**src/rtl/rect_sum_eval_pkg.sv**
```systemverilog
// Shared definitions for the rectangle-sum evaluator: FSM encoding, corner
// indices and the integral-image address helper used by the compute stage too.
package rect_sum_eval_pkg;

    typedef enum logic [2:0] {
        ST_IDLE,
        ST_ISSUE,
        ST_WAIT,
        ST_CAPTURE,
        ST_COMBINE,
        ST_OUTPUT
    } state_t;

    localparam logic [1:0] CORNER_D = 2'd0;
    localparam logic [1:0] CORNER_B = 2'd1;
    localparam logic [1:0] CORNER_C = 2'd2;
    localparam logic [1:0] CORNER_A = 2'd3;

    // Row-major integral address; callers truncate to their address width.
    function automatic logic [31:0] calc_addr(input logic [31:0] x,
                                              input logic [31:0] y,
                                              input logic [31:0] img_w);
        return y * img_w + x;
    endfunction

endpackage

```
**src/rtl/rect_sum_eval_corner_gen.sv**
```systemverilog
// Corner enable mask and per-corner (x,y) for a latched rectangle query.
// Corners touching row -1 or column -1 are masked off.
module rect_corner_gen
    import rect_sum_eval_pkg::*;
#(
    parameter int COORD_W = 2
) (
    input  logic [COORD_W-1:0]            x0,
    input  logic [COORD_W-1:0]            y0,
    input  logic [COORD_W-1:0]            x1,
    input  logic [COORD_W-1:0]            y1,
    output logic [3:0]                    mask,
    output logic [3:0][COORD_W-1:0]       cx,
    output logic [3:0][COORD_W-1:0]       cy
);

    logic               has_top;
    logic               has_left;
    logic [COORD_W-1:0] xm1;
    logic [COORD_W-1:0] ym1;

    always_comb begin
        has_top  = (y0 != '0);
        has_left = (x0 != '0);
        xm1      = x0 - COORD_W'(1);
        ym1      = y0 - COORD_W'(1);

        mask           = '0;
        mask[CORNER_D] = 1'b1;
        mask[CORNER_B] = has_top;
        mask[CORNER_C] = has_left;
        mask[CORNER_A] = has_top & has_left;

        cx = '0;
        cy = '0;
        cx[CORNER_D] = x1;   cy[CORNER_D] = y1;
        cx[CORNER_B] = x1;   cy[CORNER_B] = ym1;
        cx[CORNER_C] = xm1;  cy[CORNER_C] = y1;
        cx[CORNER_A] = xm1;  cy[CORNER_A] = ym1;
    end

endmodule

```
**src/rtl/rect_sum_eval.sv**
```systemverilog
// Rectangle-sum evaluator: reads up to four integral-image corners serially
// from the M10K and returns D - B - C + A, or an error for a malformed query.
module rect_sum_eval
    import rect_sum_eval_pkg::*;
#(
    parameter int IMG_W   = 4,
    parameter int IMG_H   = 4,
    parameter int COORD_W = 2,
    parameter int ADDR_W  = 8,
    parameter int INT_W   = 8,
    parameter int SUM_W   = INT_W + 2,
    parameter int RD_LAT  = 2
) (
    input  logic                     clk,
    input  logic                     reset,
    input  logic                     in_valid,
    output logic                     in_ready,
    input  logic [COORD_W-1:0]       in_x0,
    input  logic [COORD_W-1:0]       in_y0,
    input  logic [COORD_W-1:0]       in_x1,
    input  logic [COORD_W-1:0]       in_y1,
    output logic [ADDR_W-1:0]        M10K_read_address_int_wire,
    input  logic [INT_W-1:0]         M10K_read_data_int,
    output logic                     out_valid,
    input  logic                     out_ready,
    output logic signed [SUM_W-1:0]  out_sum,
    output logic                     out_err
);

    localparam logic [31:0] IMG_W_U = IMG_W;
    localparam logic [31:0] IMG_H_U = IMG_H;
    localparam int          WAIT_N  = (RD_LAT > 1) ? RD_LAT - 1 : 1;
    localparam int          CNT_W   = $clog2(WAIT_N + 1);

    state_t                    state;
    logic [1:0]                cur;
    logic [CNT_W-1:0]          wcnt;
    logic [COORD_W-1:0]        qx0, qy0, qx1, qy1;
    logic signed [SUM_W-1:0]   acc;

    logic [3:0]                mask;
    logic [3:0][COORD_W-1:0]   cx;
    logic [3:0][COORD_W-1:0]   cy;

    logic                      bad_query;
    logic [31:0]               addr_full;
    logic signed [SUM_W-1:0]   data_ext;
    logic                      next_found;
    logic [1:0]                next_idx;

    rect_corner_gen #(.COORD_W(COORD_W)) u_corner_gen (
        .x0   (qx0),
        .y0   (qy0),
        .x1   (qx1),
        .y1   (qy1),
        .mask (mask),
        .cx   (cx),
        .cy   (cy)
    );

    assign in_ready  = (state == ST_IDLE);
    assign addr_full = calc_addr(32'(cx[cur]), 32'(cy[cur]), IMG_W_U);
    assign data_ext  = {{(SUM_W-INT_W){M10K_read_data_int[INT_W-1]}}, M10K_read_data_int};

    always_comb begin
        bad_query = (in_x0 > in_x1) || (in_y0 > in_y1) ||
                    (32'(in_x1) >= IMG_W_U) || (32'(in_y1) >= IMG_H_U);
    end

    // First enabled corner after the current one, in D, B, C, A order.
    always_comb begin
        next_found = 1'b0;
        next_idx   = cur;
        for (int k = 0; k < 4; k++) begin
            if (!next_found && (k > int'(cur)) && mask[k]) begin
                next_found = 1'b1;
                next_idx   = 2'(k);
            end
        end
    end

    always_ff @(posedge clk or posedge reset) begin
        if (reset) begin
            state                      <= ST_IDLE;
            cur                        <= CORNER_D;
            wcnt                       <= '0;
            qx0                        <= '0;
            qy0                        <= '0;
            qx1                        <= '0;
            qy1                        <= '0;
            acc                        <= '0;
            M10K_read_address_int_wire <= '0;
            out_valid                  <= 1'b0;
            out_sum                    <= '0;
            out_err                    <= 1'b0;
        end else begin
            case (state)
                ST_IDLE: begin
                    if (in_valid) begin
                        qx0 <= in_x0;
                        qy0 <= in_y0;
                        qx1 <= in_x1;
                        qy1 <= in_y1;
                        acc <= '0;
                        cur <= CORNER_D;
                        if (bad_query) begin
                            out_valid <= 1'b1;
                            out_err   <= 1'b1;
                            out_sum   <= '0;
                            state     <= ST_OUTPUT;
                        end else begin
                            state <= ST_ISSUE;
                        end
                    end
                end
                ST_ISSUE: begin
                    M10K_read_address_int_wire <= addr_full[ADDR_W-1:0];
                    if (RD_LAT > 1) begin
                        wcnt  <= CNT_W'(WAIT_N - 1);
                        state <= ST_WAIT;
                    end else begin
                        state <= ST_CAPTURE;
                    end
                end
                ST_WAIT: begin
                    if (wcnt == '0) state <= ST_CAPTURE;
                    else            wcnt  <= wcnt - CNT_W'(1);
                end
                ST_CAPTURE: begin
                    // D and A add, B and C subtract.
                    if (cur == CORNER_D || cur == CORNER_A) acc <= acc + data_ext;
                    else                                    acc <= acc - data_ext;
                    if (next_found) begin
                        cur   <= next_idx;
                        state <= ST_ISSUE;
                    end else begin
                        state <= ST_COMBINE;
                    end
                end
                ST_COMBINE: begin
                    out_sum   <= acc;
                    out_err   <= 1'b0;
                    out_valid <= 1'b1;
                    state     <= ST_OUTPUT;
                end
                ST_OUTPUT: begin
                    if (out_ready) begin
                        out_valid <= 1'b0;
                        state     <= ST_IDLE;
                    end
                end
                default: state <= ST_IDLE;
            endcase
        end
    end

endmodule

```
**config.mk**
```make
export PLATFORM = sky130hd
export DESIGN_NAME = rect_sum_eval
export DESIGN_NICKNAME = d
export VERILOG_FILES = /design/src/rtl/rect_sum_eval_pkg.sv /design/src/rtl/rect_sum_eval_corner_gen.sv /design/src/rtl/rect_sum_eval.sv
export SDC_FILE = /design/constraint.sdc
export NUM_CORES = 1
export LEC_CHECK = 0
export ABC_AREA = 1
export CAP_MARGIN = 0
export CORE_MARGIN = 2
export CORE_UTILIZATION = 43
export DETAILED_ROUTE_END_ITERATION = 6
export PLACE_DENSITY_LB_ADDON = 0.3
export SYNTH_ARGS = -nofsm -noshare
export SYNTH_HDL_FRONTEND = slang
export SYNTH_SLANG_ARGS = --single-unit
```
**constraint.sdc**
```tcl
create_clock -name clk -period 2.6 [get_ports clk]
set_input_delay 0.52 -clock clk [delete_from_list [all_inputs] [get_ports clk]]
set_output_delay 0.52 -clock clk [all_outputs]
set_load 0.02 [all_outputs]
```
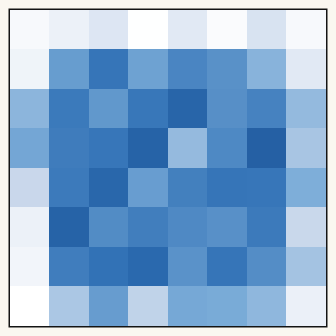
Fig. 1. Cell density map (run 1).
The die is cut into 8 by 8 equal tiles; white is low, dark blue is high, 0 to 100% covered.
3.1% of the tiles are nearly empty. 9.4% of the tiles are over 75% full. The fullest tile reaches 81%. The densest ninth of the die: centre. The mean over all tiles is 48%.
core box area: 5610 µm²
fp_density: 45.2%
share of the core filled with cells: 57.4%

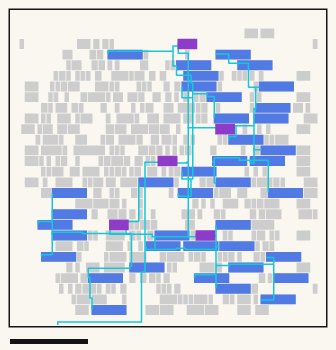
Fig. 2. Clock network drawn from the DEF (run 1).
Scale bar: 20 µm.
Blue is flip-flops, count 39. Purple is cells driving clock nets, count 5. Cyan is clock wires, length 508 µm.
Position of the flops: widely spread.
clock latency on the worst-skew pair: 0.29 ns
Clk. pwr: 412 µW
Clk pwr share: 10.8%
Clock Skew: 0.00264 ns

==> impl_report.txt, run 1 <==
FLOW METRICS REPORT
----------------------------------------------------
[GRT]
  Wire length of the first global-routing pass ........................ 8.97 mm
  Largest net degree at the start of global routing ........................ 40
  Via count of the first global-routing pass ........................ 2076
  Met2 Track Usage GR ........................ 28.1%
  Initial antenna violation count ........................ 0
  Met1 usage in global routing ........................ 24.5%
  GRT Residual Overflow ........................ 0
  GRT busiest layer ........................ met2
  Total global routing track utilization ........................ 17.8%

[Setup path]
  Worst r2r path cells ........................ 16
  Setup slack on the worst flop-to-flop path ........................ 0.23 ns
  R2r startpoint ........................ cur[1]$_DFFE_PP0P_
  Worst-path cell with the longest stage delay ........................ clkdlybuf4s50_1
  Worst stage delay on the critical path ........................ 0.47 ns
  Critical Path RT ........................ 2.79 ns
  Launch point of the worst path ........................ M10K_read_data_int[0]
  Endpoint of the lowest-slack register-to-register path ........................ acc[9]$_DFFE_PP0P_
  Arrival time worst endpoint ........................ 2.65 ns
  Endpoint class of the critical path ........................ flop
  Critical Path Source Type ........................ primary input
  Critical setup path kind ........................ in -> reg
  Cells traversed along the worst timing path ........................ clkdlybuf4s50_1 > inv_1 > ha_2 > inv_2 > nor2_4 > nand3_2 > nand2_1 > xor2_1 > ha_1 > nand2_2 > a21oi_2 > nor2_1 > nand3_2 > inv_1 > nand3_1 > nand3_1 > nand2_1
  Highest fanout seen on the critical path ........................ 4

[Layout]
  Non-Clock Inverter Count ........................ 56
  Top class by area ........................ combinational gates
  Storage cell area ........................ 976 µm²
  Share of post-route cells with drive strength above 1 ........................ 15.1%
  Fraction of area in multi-input gates ........................ 42.2%
  Count of sequential standard cells ........................ 39
  Area Overhead vs Synth ........................ 27.1%
  Area occupied by multi-input gates ........................ 1360 µm²
  Number of buffers other than clock buffers in the final layout ........................ 54
  Portion of the layout cell area used by clock cells ........................ 2.72%
  Flop share of the area ........................ 30.3%
  Ant diodes ........................ 0
  Clock tree buffer count of the final layout ........................ 6
  Final #Nets ........................ 433
  Non-Clock Buffer Area Fraction ........................ 15.4%
  Filler cell count ........................ 521
  #MultiIn Comb ........................ 236

[Timing]
  Final Max Tran Viols ........................ 0
  Final-report hold violation count ........................ 0
  Fmax ........................ 406 MHz
  Setup violators final ........................ 0
  Fraction of the cycle the final worst path needs ........................ 94.7%
  WHS ........................ 0.473 ns
  Minimum clock period ........................ 2.46 ns
  Pin slew with the least headroom to its limit ........................ 0.500 ns
  Final worst setup slack ........................ 0.137 ns
  RSZ-0062 raised after global routing ........................ yes
  Max_slew headroom ........................ 66.5%

[Logic synthesis]
  Share of synthesized cell area in and-or and or-and compound cells ........................ 12.6%
  Yosys top cell by instances ........................ nand2_1
  Area figure in the yosys stat output ........................ 2530 µm²
  Top cell area share ........................ 38.5%
  Post-Syn Instances ........................ 336
  Leading area contributor after synthesis ........................ dfrtp_1
  Combined area of all synthesized cells ........................ 2530 µm²
  Count of flip-flops with a built-in enable after synthesis ........................ 0
  Avg Inst Size Synth ........................ 7.54 µm²
  Async SR Flop Fraction ........................ 100%
  Most common reg cell ........................ dfrtp_1
  Part of the Yosys area used for sequential elements ........................ 38.5%
  Total cells reported by yosys after synthesis ........................ 336
  Yosys cell types ........................ 31
  Proportion of synthesized area in mux cells ........................ 0.889%
  Most common library cells after synthesis ........................ 93 x nand2_1, 52 x inv_1, 39 x dfrtp_1
  Register bit total from synthesis ........................ 39
  Leading cell types by total area after synthesis ........................ dfrtp_1 39%, nand2_1 14%, ha_1 9.9%, inv_1 7.7%, o21ai_0 7.3%
  Adder-cell share of the synthesized area ........................ 10.7%
  XORs/XNORs by Area ........................ 1.73%
  Simple-gate portion of the synthesized area ........................ 24.8%
  Top non-seq family ........................ simple AND/OR/NAND/NOR gates
  Total of warnings raised by yosys ........................ 0

[Route]
  Met2 routed wirelength ........................ 2.24 mm
  Tally of nets with antenna violations remaining after routing ........................ 0
  Detail Route met3 WL ........................ 198 µm
  Post-detailed-route via-to-cell ratio ........................ 4.77
  Initial drt markers ........................ 82
  Routed metal-1 wire length ........................ 2.75 mm
  Mean routed wirelength per cell ........................ 11.4 µm
  Highest metal layer used by the detailed router ........................ met4
  Length of the first detailed-routing pass in iterations ........................ 4
  DRC violations left ........................ 0

[Power and ir drop]
  Switching portion of total power ........................ 45.5%
  Sw power ........................ 1730 µW
  Reported sequential group power ........................ 1030 µW
  Cell internal power dissipation ........................ 2070 µW
  Portion of total power attributed to combinational logic ........................ 62.1%
  Reported combinational group power ........................ 2360 µW
  LEAKAGE ........................ 0.00167 µW
  Largest power group ........................ combinational logic
  Power per unit of standard cell area ........................ 1180 nW/µm²
  Maximum vdd drop ........................ 0.508 mV
  Total power of the final layout ........................ 3800 µW
  Part of the power in registers ........................ 27.1%

[Clock tree]
  Clock-pin transition on the worst setup and hold timing paths ........................ 0.07 ns
  Max Buffers Root-to-Sink ........................ 2
  Number of levels the H-tree was split into ........................ 2
  Number of sinks driven by the clock tree ........................ 39
  CTS Root Buffer Type ........................ clkbuf_8
  Post-CTS Hold Fix Bufs ........................ 0
  CTS tree ........................ yes
  Num CTS Buffers ........................ 5

[Placement]
  Half-perimeter wire length of the detailed placement result ........................ 4.06 mm
  Gpl congestion ........................ 0.867
  Number of input and output port buffers inserted ........................ 36
  Worst slack after detailed placement ........................ -0.243 ns

[Floorplan]
  Total number of placement rows ........................ 27
  N_taps ........................ 72
  Number of top-level pins ........................ 41
  Die outline width ........................ 80.8 µm
  Height of the chip ........................ 80.8 µm
  Overall die area ........................ 6520 µm²

[Hold path]
  Hold worst-path end ........................ out_sum[4]$_DFFE_PP0P_
  Hold path start ........................ out_sum[4]$_DFFE_PP0P_
  Class of the tightest hold or removal check ........................ reg -> reg
  WHS Path Cells ........................ 2

[Run]
  Total tool warning count ........................ 30
  Total of max-cap violations ........................ 0

[Run status]
  Result of the run ........................ finished, final reports clean

----------------------------------------------------
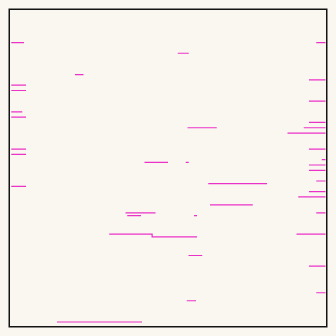
Fig. 3. M3 wires (run 1).
The layer carries 198 µm of wire. The wires run mostly horizontal. The layer holds 3.7% of the routed length.
met3 usage: 2.89%
total length of routed wires: 5.30 mm
vias post-DR: 2212

-- run 1: critical path: cells and delay by family --
kind	cells	cell delay, ns
compound gates	1	0.05
simple gates	9	0.71
fa+ha+maj	2	0.55
buf+inv	4	0.65
xor+xnor	1	0.17
-- run 1: state kept, by name, indices dropped and copies added (netlist names) --
signal	count
M10K_read_address_int_wire	4
acc	10
cur	2
out_err	1
out_sum	10
out_valid	1
qx0	2
qx1	2
qy0	2
qy1	2
state	3
-- run 1: layout by cell type, fill, tap and decap left out, types with 5 or more instances in the layout --
cell type and n:
nand2_1 90, inv_1 49, dfrtp_1 39, clkdlybuf4s50_1 36
o21ai_0 33, nand3_1 18, ha_1 18, buf_4 18
nor2_1 15, a21oi_1 10, inv_2 7, clkbuf_8 6
xor2_1 5
-- run 1: logic make-up after synthesis --
kind of cell / Yosys count
flops: 39
xor+xnor: 5
other cells: 1
mux: 2
buf+inv: 64
compound gates: 60
fa+ha+maj: 21
simple gates: 144
-- run 1: repair_timing --
action / 4_1_cts / 5_1_grt
endpoints found under the hold margin: 0 / 0
resized: 0 / 24
setup buffers: 0 / 1
setup endpoints to repair: 0 / 5
-- run 1: worst max path at each step --
stage	end	cells after the start
floorplan	acc[6]$_DFFE_PP0P_	15
global placement	acc[7]$_DFFE_PP0P_	18
detailed placement	acc[6]$_DFFE_PP0P_	15
CTS	acc[6]$_DFFE_PP0P_	15
global route	acc[7]$_DFFE_PP0P_	18
finish	acc[9]$_DFFE_PP0P_	17
-- run 1: stage by stage --
step | utilization [%] | TNS [ns] | cells | instance area [µm²]
finish | 57.4 | 0 | 464 | 3220
global route | 57.4 | -0.0444 | 464 | 3220
CTS | 56.2 | 0 | 463 | 3150
detailed placement | 54.7 | -1.01 | 456 | 3070
global placement | 54.7 | -0.712 | 456 | 3070
floorplan | - | 0 | 339 | 2540
--- run 2 (diff from run 1) ---
--- a/config.mk
+++ b/config.mk
@@ -9,6 +9,7 @@
 export CAP_MARGIN = 0
 export CORE_MARGIN = 2
 export CORE_UTILIZATION = 43
+export CTS_CLUSTER_SIZE = 30
 export DETAILED_ROUTE_END_ITERATION = 6
 export PLACE_DENSITY_LB_ADDON = 0.3
 export SYNTH_ARGS = -nofsm -noshare
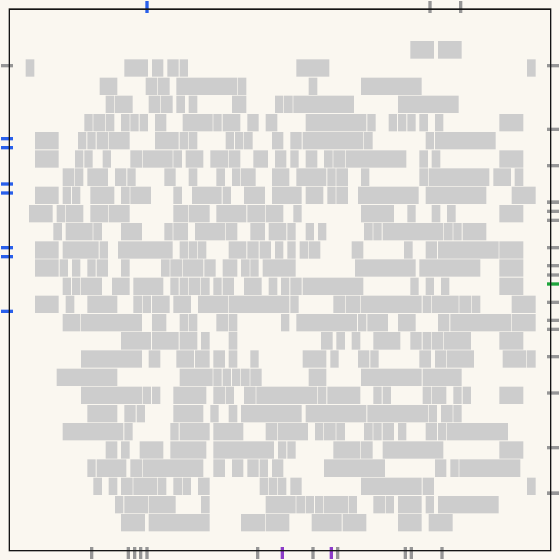
Fig. 4. I/O pins on the die edge (run 2).
Pins as bars across the die edge, other pins in grey.
Blue is M10K_read_data_int, pins 8, direction input, edge 7 west, 1 north. Purple is in_y0, pins 2, direction input, edge south. Green is out_valid, pins 1, direction output, edge east.
height of the chip: 80.8 µm
number of input and output port buffers inserted: 36
die outline width: 80.8 µm

==> impl_report.txt, run 2 <==
FLOW METRICS REPORT
----------------------------------------------------
[Run status]
  Result of the run ........................ finished, final reports clean

[Hold path]
  Class of the tightest hold or removal check ........................ reg -> reg

[Layout]
  Flop share of the area ........................ 30.3% (unchanged)
  Number of buffers other than clock buffers in the final layout ........................ 54 (unchanged)
  Top cells excl fill/tap ........................ 90 x nand2_1, 49 x inv_1, 39 x dfrtp_1, 36 x clkdlybuf4s50_1, 33 x o21ai_0
  Share of the core filled with cells ........................ 57.4% (unchanged)
  Share of post-route cells with drive strength above 1 ........................ 15.1% (unchanged)
  Filler cell count ........................ 521 (unchanged)
  Non-Clock Inverter Count ........................ 56 (unchanged)
  Final #Nets ........................ 433 (unchanged)
  #MultiIn Comb ........................ 236 (unchanged)
  Area occupied by multi-input gates ........................ 1360 µm² (unchanged)
  Clock tree buffer count of the final layout ........................ 6 (unchanged)
  Top class by area ........................ combinational gates
  Portion of the layout cell area used by clock cells ........................ 2.72% (unchanged)
  Fraction of area in multi-input gates ........................ 42.2% (unchanged)
  Storage cell area ........................ 976 µm² (unchanged)
  Most frequent standard cell in the layout excluding fill and tap cells ........................ nand2_1
  Non-Clock Buffer Area Fraction ........................ 15.4% (unchanged)
  Ant diodes ........................ 0 (unchanged)

[Clock tree]
  Post-CTS Hold Fix Bufs ........................ 0 (unchanged)
  Num CTS Buffers ........................ 5 (unchanged)
  CTS tree ........................ yes
  Clock-pin transition on the worst setup and hold timing paths ........................ 0.07 ns (about the same)
  Max Buffers Root-to-Sink ........................ 2 (unchanged)
  Number of levels the H-tree was split into ........................ 2 (unchanged)
  CTS Root Buffer Type ........................ clkbuf_8

[Power and ir drop]
  Clk pwr share ........................ 10.8% (about the same)
  Part of the power in registers ........................ 27.1% (about the same)
  Portion of total power attributed to combinational logic ........................ 62.1% (about the same)
  Switching portion of total power ........................ 45.5% (unchanged)
  Sw power ........................ 1730 µW (unchanged)
  LEAKAGE ........................ 0.00167 µW (unchanged)
  Cell internal power dissipation ........................ 2070 µW (unchanged)
  Power per unit of standard cell area ........................ 1180 nW/µm² (unchanged)
  Maximum vdd drop ........................ 0.508 mV (unchanged)

[Logic synthesis]
  Most common reg cell ........................ dfrtp_1
  Top cell area share ........................ 38.5% (unchanged)
  Part of the Yosys area used for sequential elements ........................ 38.5% (unchanged)
  Proportion of synthesized area in mux cells ........................ 0.889% (unchanged)
  Yosys cell types ........................ 31 (unchanged)
  Area figure in the yosys stat output ........................ 2530 µm² (unchanged)
  Most common library cells after synthesis ........................ 93 x nand2_1, 52 x inv_1, 39 x dfrtp_1
  Adder-cell share of the synthesized area ........................ 10.7% (unchanged)
  Leading area contributor after synthesis ........................ dfrtp_1
  Avg Inst Size Synth ........................ 7.54 µm² (unchanged)
  Total of warnings raised by yosys ........................ 0 (unchanged)
  Post-Syn Instances ........................ 336 (unchanged)
  Total cells reported by yosys after synthesis ........................ 336 (unchanged)
  Leading cell types by total area after synthesis ........................ dfrtp_1 39%, nand2_1 14%, ha_1 9.9%, inv_1 7.7%, o21ai_0 7.3%
  Count of flip-flops with a built-in enable after synthesis ........................ 0 (unchanged)
  Yosys top cell by instances ........................ nand2_1
  Async SR Flop Fraction ........................ 100% (unchanged)
  Top non-seq family ........................ simple AND/OR/NAND/NOR gates
  Simple-gate portion of the synthesized area ........................ 24.8% (unchanged)

[Timing]
  Minimum clock period ........................ 2.46 ns (unchanged)
  Pin slew with the least headroom to its limit ........................ 0.500 ns (unchanged)
  Fmax ........................ 406 MHz (unchanged)
  Setup violators final ........................ 0 (unchanged)
  Fraction of the cycle the final worst path needs ........................ 94.7% (unchanged)
  Max_slew headroom ........................ 66.5% (unchanged)
  Final worst setup slack ........................ 0.137 ns (unchanged)
  Final Max Tran Viols ........................ 0 (unchanged)
  Clock Skew ........................ 0.00264 ns (unchanged)

[Run]
  Total of max-cap violations ........................ 0 (unchanged)
  Total tool warning count ........................ 30 (unchanged)

[GRT]
  Largest net degree at the start of global routing ........................ 40 (unchanged)
  Total global routing track utilization ........................ 17.8% (unchanged)
  GRT Residual Overflow ........................ 0 (unchanged)
  Via count of the first global-routing pass ........................ 2076 (unchanged)
  Wire length of the first global-routing pass ........................ 8.97 mm (unchanged)

[Floorplan]
  Total number of placement rows ........................ 27 (unchanged)
  Number of top-level pins ........................ 41 (unchanged)
  Overall die area ........................ 6520 µm² (unchanged)
  N_taps ........................ 72 (unchanged)
  Fp_density ........................ 45.2% (unchanged)

[Setup path]
  Arrival time worst endpoint ........................ 2.65 ns (about the same)
  Cells traversed along the worst timing path ........................ clkdlybuf4s50_1 > inv_1 > ha_2 > inv_2 > nor2_4 > nand3_2 > nand2_1 > xor2_1 > ha_1 > nand2_2 > a21oi_2 > nor2_1 > nand3_2 > inv_1 > nand3_1 > nand3_1 > nand2_1
  Critical setup path kind ........................ in -> reg
  Endpoint class of the critical path ........................ flop

[Route]
  Post-detailed-route via-to-cell ratio ........................ 4.77 (unchanged)
  Length of the first detailed-routing pass in iterations ........................ 4 (unchanged)
  Total length of routed wires ........................ 5.30 mm (unchanged)
  Vias post-DR ........................ 2212 (unchanged)

[Placement]
  Gpl congestion ........................ 0.867 (unchanged)
  Half-perimeter wire length of the detailed placement result ........................ 4.06 mm (unchanged)

----------------------------------------------------
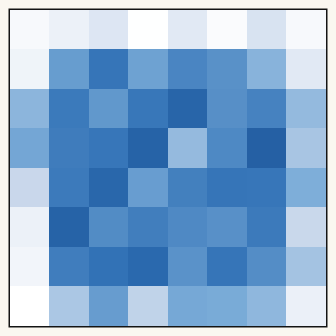
Fig. 5. Cell density map (run 2).
The die is cut into 8 by 8 equal tiles; white is low, dark blue is high, 0 to 100% covered.
The densest ninth of the die: centre. The fullest tile reaches 81%. 3.1% of the tiles are nearly empty.

run 2: routing by layer:
layer  up-vias  routed length (µm)  track usage, %
met1       984                2750            24.5
met3         8                 198            2.89
met5         -                   0               0
li1       1174                   -               -
met4         0                 110            7.46
met2        46                2240            28.1
run 2: power groups by stage:
stage | sequential [µW] | combinational (µW) | clock, µW
after floorplan | 1130 | 1410 | 0
after global routing | 1060 | 2680 | 444
after CTS | 1030 | 2270 | 423
after global placement | 1040 | 2210 | 0
final | 1030 | 2360 | 412
after detailed placement | 1040 | 2250 | 0
run 2: per-stage QoR:
step | std cells | instance area [µm²] | total power (µW) | hold WS [ns]
after floorplan | 339 | 2540 | 2540 | 0.448
after global placement | 456 | 3070 | 3250 | 0.458
after detailed placement | 456 | 3070 | 3290 | 0.461
after global routing | 464 | 3220 | 4190 | 0.494
after CTS | 463 | 3150 | 3720 | 0.479
final | 464 | 3220 | 3800 | 0.473
run 2: worst max-delay path: cells and delay by family:
kind                     cells  cell delay, ns
adder cells (fa/ha/maj)      2            0.55
AND-OR/OR-AND                1            0.05
buffers and inverters        4            0.65
AND/OR/NAND/NOR              9            0.71
XOR/XNOR                     1            0.17
run 2: worst paths after layout:
check / end / slack (ns) / depth (start not counted)
worst max-delay path: acc[9]$_DFFE_PP0P_ / 0.14 / 17
worst min-delay path: out_sum[4]$_DFFE_PP0P_ / 0.47 / 2
worst max register to register: acc[9]$_DFFE_PP0P_ / 0.23 / 16
worst min register to register: out_sum[4]$_DFFE_PP0P_ / 0.47 / 2
max in group asynchronous: acc[1]$_DFFE_PP0P_ / 1.61 / 3
min in group asynchronous: out_sum[6]$_DFFE_PP0P_ / 0.65 / 3
run 2: repair_timing:
item	4_1_cts	5_1_grt
endpoints found under the setup margin	0	5
gates resized	0	24
buffers inserted	0	1
--- run 3 (diff from run 2) ---
--- a/config.mk
+++ b/config.mk
@@ -6,9 +6,8 @@
 export NUM_CORES = 1
 export LEC_CHECK = 0
 export ABC_AREA = 1
-export CAP_MARGIN = 0
-export CORE_MARGIN = 2
-export CORE_UTILIZATION = 43
+export CAP_MARGIN = 30
+export CORE_UTILIZATION = 35
 export CTS_CLUSTER_SIZE = 30
 export DETAILED_ROUTE_END_ITERATION = 6
 export PLACE_DENSITY_LB_ADDON = 0.3
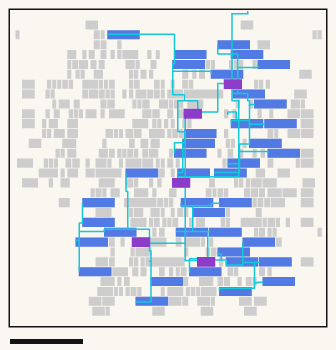
Fig. 6. Clock network drawn from the DEF (run 3).
Scale bar: 20 µm.
Blue is flip-flops, count 39. Purple is cells driving clock nets, count 5. Cyan is clock wires, length 502 µm.
There are 6 routed clock nets.
Clk pwr share: 14.9%
Clk. pwr: 592 µW
Clock Skew: 0.00449 ns

==> impl_report.txt, run 3 <==
FLOW METRICS REPORT
----------------------------------------------------
[Power and ir drop]
  Maximum vdd drop ........................ 0.339 mV (-33%)
  Power per unit of standard cell area ........................ 1210 nW/µm² (+2.5%)
  Total power of the final layout ........................ 3970 µW (+4.4%)
  LEAKAGE ........................ 0.00169 µW (+1.3%)

[Clock tree]
  CTS Root Buffer Type ........................ clkbuf_8
  PostCTS Resize Cnt ........................ 0 (unchanged)
  Number of levels the H-tree was split into ........................ 2 (unchanged)
  Number of sinks driven by the clock tree ........................ 39
  Post-CTS Hold Fix Bufs ........................ 0 (unchanged)
  Buffers inserted by post-CTS timing repair ........................ 0 (unchanged)
  Clock-pin transition on the worst setup and hold timing paths ........................ 0.07 ns (about the same)
  Max Buffers Root-to-Sink ........................ 2 (unchanged)
  Clock latency on the worst-skew pair ........................ 0.29 ns
  Num CTS Buffers ........................ 5 (unchanged)
  CTS tree ........................ yes

[Setup path]
  Cell mode on critical path ........................ nand3_1
  Critical Path RT ........................ 2.78 ns
  Critical Path Source Type ........................ primary input
  Crit path max-delay family ........................ simple AND/OR/NAND/NOR gates
  Endpoint class of the critical path ........................ flop
  Highest fanout seen on the critical path ........................ 4
  Cells traversed along the worst timing path ........................ clkdlybuf4s50_1 > nor2_1 > nand2_1 > o21ai_2 > xor2_1 > ha_1 > nand2_1 > nor2_2 > nand3_1 > nand3_1 > inv_1 > nand3_1 > nand3_1 > nand2_1
  Arrival time worst endpoint ........................ 2.66 ns (about the same)
  Number of buffer and inverter instances along the worst setup path ........................ 2 (-2)
  Worst-path cell with the longest stage delay ........................ clkdlybuf4s50_1
  Critical setup path kind ........................ in -> reg
  Worst stage delay on the critical path ........................ 0.49 ns

[Logic synthesis]
  Most common reg cell ........................ dfrtp_1
  Yosys cell types ........................ 31 (unchanged)
  Top cell area share ........................ 38.5% (unchanged)
  Leading area contributor after synthesis ........................ dfrtp_1
  Count of flip-flops with a built-in enable after synthesis ........................ 0 (unchanged)
  Most common library cells after synthesis ........................ 93 x nand2_1, 52 x inv_1, 39 x dfrtp_1
  Area figure in the yosys stat output ........................ 2530 µm² (unchanged)
  Total of warnings raised by yosys ........................ 0 (unchanged)
  Register bit total from synthesis ........................ 39
  Async SR Flop Fraction ........................ 100% (unchanged)
  Yosys top cell by instances ........................ nand2_1
  Part of the Yosys area used for sequential elements ........................ 38.5% (unchanged)
  Total cells reported by yosys after synthesis ........................ 336 (unchanged)
  Leading cell types by total area after synthesis ........................ dfrtp_1 39%, nand2_1 14%, ha_1 9.9%, inv_1 7.7%, o21ai_0 7.3%
  Avg Inst Size Synth ........................ 7.54 µm² (unchanged)
  Post-Syn Instances ........................ 336 (unchanged)
  Combined area of all synthesized cells ........................ 2530 µm²

[Placement]
  Worst slack after detailed placement ........................ -0.244 ns
  Number of input and output port buffers inserted ........................ 36 (unchanged)
  Placement Cell Area ........................ 3090 µm² (+0.73%)
  Half-perimeter wire length of the detailed placement result ........................ 4.18 mm (+2.8%)
  Gpl congestion ........................ 0.874 (+0.84%)

[Floorplan]
  Fp_density ........................ 36.7% (-8.5 points)
  Core box area ........................ 6910 µm²
  Total number of placement rows ........................ 30 (+11%)
  N_taps ........................ 96 (+33%)
  Overall die area ........................ 7580 µm² (+16%)
  Number of top-level pins ........................ 41 (unchanged)

[Run]
  Total tool warning count ........................ 29 (-3.3%)
  Total of max-cap violations ........................ 0 (unchanged)

[Timing]
  Minimum clock period ........................ 2.47 ns (+0.0100 ns)
  Fraction of the cycle the final worst path needs ........................ 95.1% (+0.39 points)
  Final-report hold violation count ........................ 0
  Setup total negative slack ........................ 0 ns
  Setup violators final ........................ 0 (unchanged)
  Final worst setup slack ........................ 0.127 ns (-0.0100 ns)
  Final Max Tran Viols ........................ 0 (unchanged)
  Fmax ........................ 404 MHz (-0.41%)

[GRT]
  GRT Residual Overflow ........................ 0 (unchanged)
  Via count of the first global-routing pass ........................ 2054 (-1.1%)
  Initial antenna violation count ........................ 0
  Wire length of the first global-routing pass ........................ 9.14 mm (+1.8%)
  Total global routing track utilization ........................ 15.4% (-2.5 points)
  Largest net degree at the start of global routing ........................ 40 (unchanged)

[Layout]
  Share of post-route cells with drive strength above 1 ........................ 13.8% (-1.2 points)
  Portion of the layout cell area used by clock cells ........................ 4.04% (+1.3 points)
  Non-Clock Inverter Count ........................ 56 (unchanged)
  Number of buffers other than clock buffers in the final layout ........................ 52 (-3.7%)
  Area Overhead vs Synth ........................ 29.4%
  Area occupied by multi-input gates ........................ 1360 µm² (-0.37%)
  Storage cell area ........................ 976 µm² (unchanged)
  Fraction of area in multi-input gates ........................ 41.3% (-0.93 points)
  #MultiIn Comb ........................ 236 (unchanged)
  Filler cell count ........................ 711 (+36%)
  Ant diodes ........................ 0 (unchanged)
  Regs by FF count ........................ acc x10, out_sum x10, M10K_read_address_int_wire x4
  Most frequent standard cell in the layout excluding fill and tap cells ........................ nand2_1
  Top class by area ........................ combinational gates
  Count of sequential standard cells ........................ 39
  Flop share of the area ........................ 29.8% (-0.56 points)
  Top cells excl fill/tap ........................ 90 x nand2_1, 49 x inv_1, 39 x dfrtp_1, 34 x o21ai_0, 34 x clkdlybuf4s50_1
  Finished layout cell area ........................ 3280 µm² (+1.9%)
  Final #Nets ........................ 431 (-0.46%)
  Clock tree buffer count of the final layout ........................ 6 (unchanged)
  Non-Clock Buffer Area Fraction ........................ 14.8% (-0.59 points)

[Route]
  Mean routed wirelength per cell ........................ 10.9 µm
  Total length of routed wires ........................ 5.29 mm (-0.15%)
  DRC violations left ........................ 0
  Post-detailed-route via-to-cell ratio ........................ 4.46 (-6.4%)
  Tally of nets with antenna violations remaining after routing ........................ 0
  Length of the first detailed-routing pass in iterations ........................ 4 (unchanged)
  Initial drt markers ........................ 91
  Vias post-DR ........................ 2174 (-1.7%)

[Hold path]
  Class of the tightest hold or removal check ........................ reg -> reg

[Run status]
  Result of the run ........................ finished, final reports clean

----------------------------------------------------
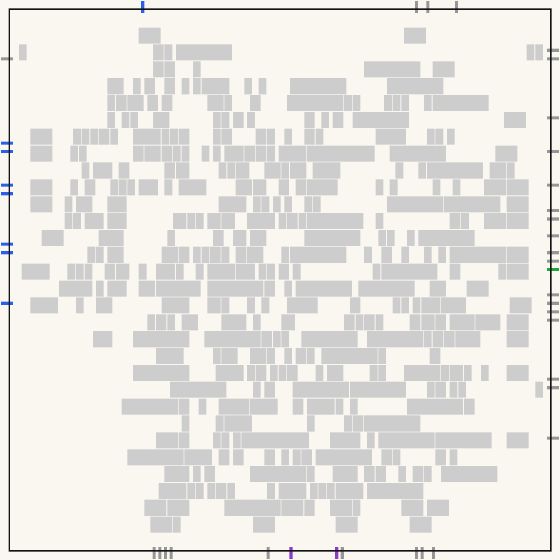
Fig. 7. I/O pins on the die edge (run 3).
Pins as bars across the die edge, other pins in grey.
Green is out_valid, pins 1, direction output, edge east. Blue is M10K_read_data_int, pins 8, direction input, edge 7 west, 1 north. Purple is in_y0, pins 2, direction input, edge south.
height of the chip: 87.1 µm
die outline width: 87.1 µm

[run 3: layer usage]
layer / share of wire [%] / up-vias / GRT usage [%]
li1: - / 1171 / -
met1: 54 / 959 / 21.9
met2: 41 / 38 / 23.3
met3: 2.6 / 6 / 2.27
met4: 1.6 / 0 / 6.21
met5: 0 / - / 0
[run 3: cells by family (layout without fill, tap and decap cells)]
group,count (synthesis),after routing,synth area share (%)
compound gates,60,60,12.6
xor+xnor,5,5,1.73
fa+ha+maj,21,21,10.7
buf+inv,64,116,10.6
flops,39,39,38.5
mux,2,2,0.889
other cells,1,4,0.148
simple gates,144,144,24.8
[run 3: final timing paths]
| kind | startpoint | to | slack [ns] | cells after the start |
|---|---|---|---|---|
| worst max register to register | cur[0]$_DFFE_PP0P_ | acc[7]$_DFFE_PP0P_ | 0.30 | 16 |
| worst min register to register | out_sum[4]$_DFFE_PP0P_ | out_sum[4]$_DFFE_PP0P_ | 0.47 | 2 |
| min in group asynchronous | reset | out_sum[4]$_DFFE_PP0P_ | 0.66 | 3 |
| worst max-delay path | M10K_read_data_int[2] | acc[9]$_DFFE_PP0P_ | 0.13 | 14 |
| max in group asynchronous | reset | qx1[1]$_DFFE_PP0P_ | 1.60 | 3 |
| worst min-delay path | out_sum[4]$_DFFE_PP0P_ | out_sum[4]$_DFFE_PP0P_ | 0.47 | 2 |
[run 3: per-stage QoR]
stage	instances	hold WS [ns]	util (%)
2_1_floorplan	339	0.448	-
3_3_place_gp	479	0.460	44.7
3_5_place_dp	479	0.459	44.7
4_1_cts	487	0.478	46.6
5_1_grt	487	0.507	47.5
6_report	487	0.473	47.5
[run 3: report_power, final]
| part | internal [µW] | switching, µW |
|---|---|---|
| clock | 384 | 208 |
| sequential | 862 | 171 |
| combinational | 997 | 1350 |
Power is estimated from default activity; no workload was simulated.
